==> config.mk <==
export PLATFORM = sky130hd
export DESIGN_NAME = alu_result_stage
export DESIGN_NICKNAME = d
export VERILOG_FILES = /design/src/rtl/alu_result_stage.sv
export SDC_FILE = /design/constraint.sdc
export NUM_CORES = 1
export LEC_CHECK = 0
export CAP_MARGIN = 5
export CORE_ASPECT_RATIO = 0.8
export CORE_MARGIN = 4
export CORE_UTILIZATION = 29
export DETAILED_ROUTE_END_ITERATION = 10
export PLACE_DENSITY_LB_ADDON = 0.12
export SYNTH_ARGS = -nofsm -noshare
export SYNTH_HDL_FRONTEND = slang
export SYNTH_SLANG_ARGS = --single-unit
export TNS_END_PERCENT = 1
==> constraint.sdc <==
create_clock -name input_CLK -period 1.45 [get_ports input_CLK]
set_input_delay 0.29 -clock input_CLK [delete_from_list [all_inputs] [get_ports input_CLK]]
set_output_delay 0.29 -clock input_CLK [all_outputs]
set_load 0.02 [all_outputs]
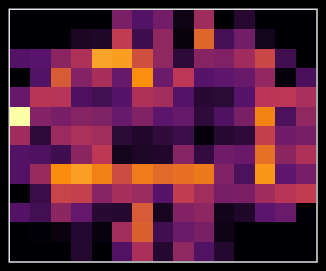
(images/wire_density.png)
Scale: 4 px per µm. 15 x 13 tiles, from black (low) to pale yellow (high), scaled to the fullest tile. Values are wire area over tile area, all layers added.
nearly empty tiles = 17%
tiles over half the peak = 14%
densest ninth of the die = middle left
fullest tile = 0.25
final wirelength: 2130 µm
Routed WL per cell: 12.4 µm
Overall Global Routing Usage: 9.71%

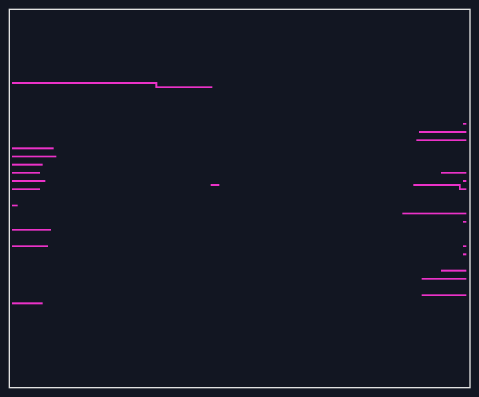
(images/met3.png)
Scale: 6 px per µm.
wire length on this layer = 144 µm
main direction = horizontal
share of all routed wire = 6.8%
nets with wire on the layer = 24
longest straight run = 23.9 µm
vias: 720
met3 usage: 4.76%

==> results.json <==
{
  "outcome": "finished with violations",
  "violations": "negative setup slack",
  "synth.distinct_cells": 16,
  "warning_count": 28,
  "die_y_um": 62.8,
  "first_pass_iters": 2,
  "crit_path_max_fanout": 2,
  "setup_viol": 1,
  "crit_cells": 4,
  "final_antenna_net_count": 0,
  "yosysSeqAreaShare_pct": 52.8,
  "maxSlewViolCount": 0,
  "synth-area-yosys_um2": 1090,
  "portBuffers": 49,
  "use_met1_pct": 10.7,
  "row_count": 19,
  "cp.arrival_ns": 1.18,
  "fill_cells": 345,
  "place_ws_ns": -0.680,
  "largest_reg_flops": 19,
  "ys_cells": 74,
  "layout-drive-gt1-share_pct": 45.4,
  "top_cells_by_area": "dfrtp_1 (53%), mux2_4 (14%), mux2_2 (12%), and2_1 (5.7%), and2_2 (4.1%)",
  "finalCriticalPeriod_ns": 1.47,
  "htree_num_levels": 1,
  "die_w_um": 76.5,
  "final.setup.worst_slack_ns": -0.0155,
  "largest_area_cell": "dfrtp_1",
  "critical_path.cell_chain": "mux2i_1 > mux2i_1 > xor2_1 > buf_4",
  "clockBufferDepth": 2,
  "gp_congestion": 0.653,
  "antennaDiodeCount": 0,
  "dp_hpwl_um": 1660,
  "clk_latency_ns": 0.25,
  "fin_hold_ws_ns": 0.381,
  "worst-path-buf-inv": 1,
  "nets": 158,
  "post-place-cells": 167,
  "crit_top_cell": "mux2i_1",
  "clockRootBuffer": "clkbuf_8",
  "grt_pass1_wl_um": 3820,
  "syn-num-nets": 101,
  "hold_class": "in2async",
  "met2_usage_pct": 16.9,
  "power_mw": 1.80,
  "end_kind": "primary output"
}
## per-layer routing
metal  up-vias  wire, µm
met5         -         0
met4         0        16
met3         2       143
met2        24      1040
met1       337       926
li1        357         -
## cell usage after synthesis (all sizes together)
library cell and instances:
dfrtp 23, mux2 22, and2 16, buf 3
mux2i 2, nand2 2, clkbuf 1, conb 1
nand2b 1, nand3 1, or2b 1, xor2 1
## layout by cell type (no fill, tap or decap)
cell,count
clkdlybuf4s50_1,24
dfrtp_1,23
buf_2,13
mux2_2,12
and2_1,10
mux2_4,10
and2_2,6
buf_6,6
buf_4,6
dlygate4sd2_1,4
clkbuf_8,3
mux2i_1,2
clkdlybuf4s15_1,2
nand2_1,1
xor2_1,1
nand2b_4,1
nand2_8,1
nand3_1,1
or2b_1,1
conb_1,1
clkbuf_1,1
clkbuf_2,1
## power by group
group	total [mW]	switching (mW)	internal, mW
Combinational	0.628	0.276	0.351
Clock	0.372	0.177	0.195
Sequential	0.795	0.0503	0.745
## area by class of cell
type	instances	area share, %
clock buffer	4	2.77
multi-input combinational	47	29.2
sequential	23	35.4
tap	42	3.23
timing repair buffer	56	29.4
## kinds of logic (layout without fill, tap and decap cells)
group                     after synthesis  count (layout)  share of synthesized area (%)
muxes                                  24              24                           28.0
DFF                                    23              23                           52.8
and+or+nand+nor                        21              21                           14.5
buffers and inverters                   4              60                           3.56
other                                   1               1                          0.344
xor gates and xnor gates                1               1                          0.804
## worst reg2reg max path, stage by stage (launching register included)
cell	delay, ns
dfrtp_1	0.38
buf_6	0.14
nand2b_4	0.05
buf_4	0.15
nand2_8	0.17
mux2_2	0.37
## what timing repair did
action / 4_1_cts / 5_1_grt
buffers inserted: 0 / 1
endpoints found under the setup margin: 23 / 17
pin swaps: 1 / 1
resized: 79 / 15
Power and IR drop assume default switching activity.
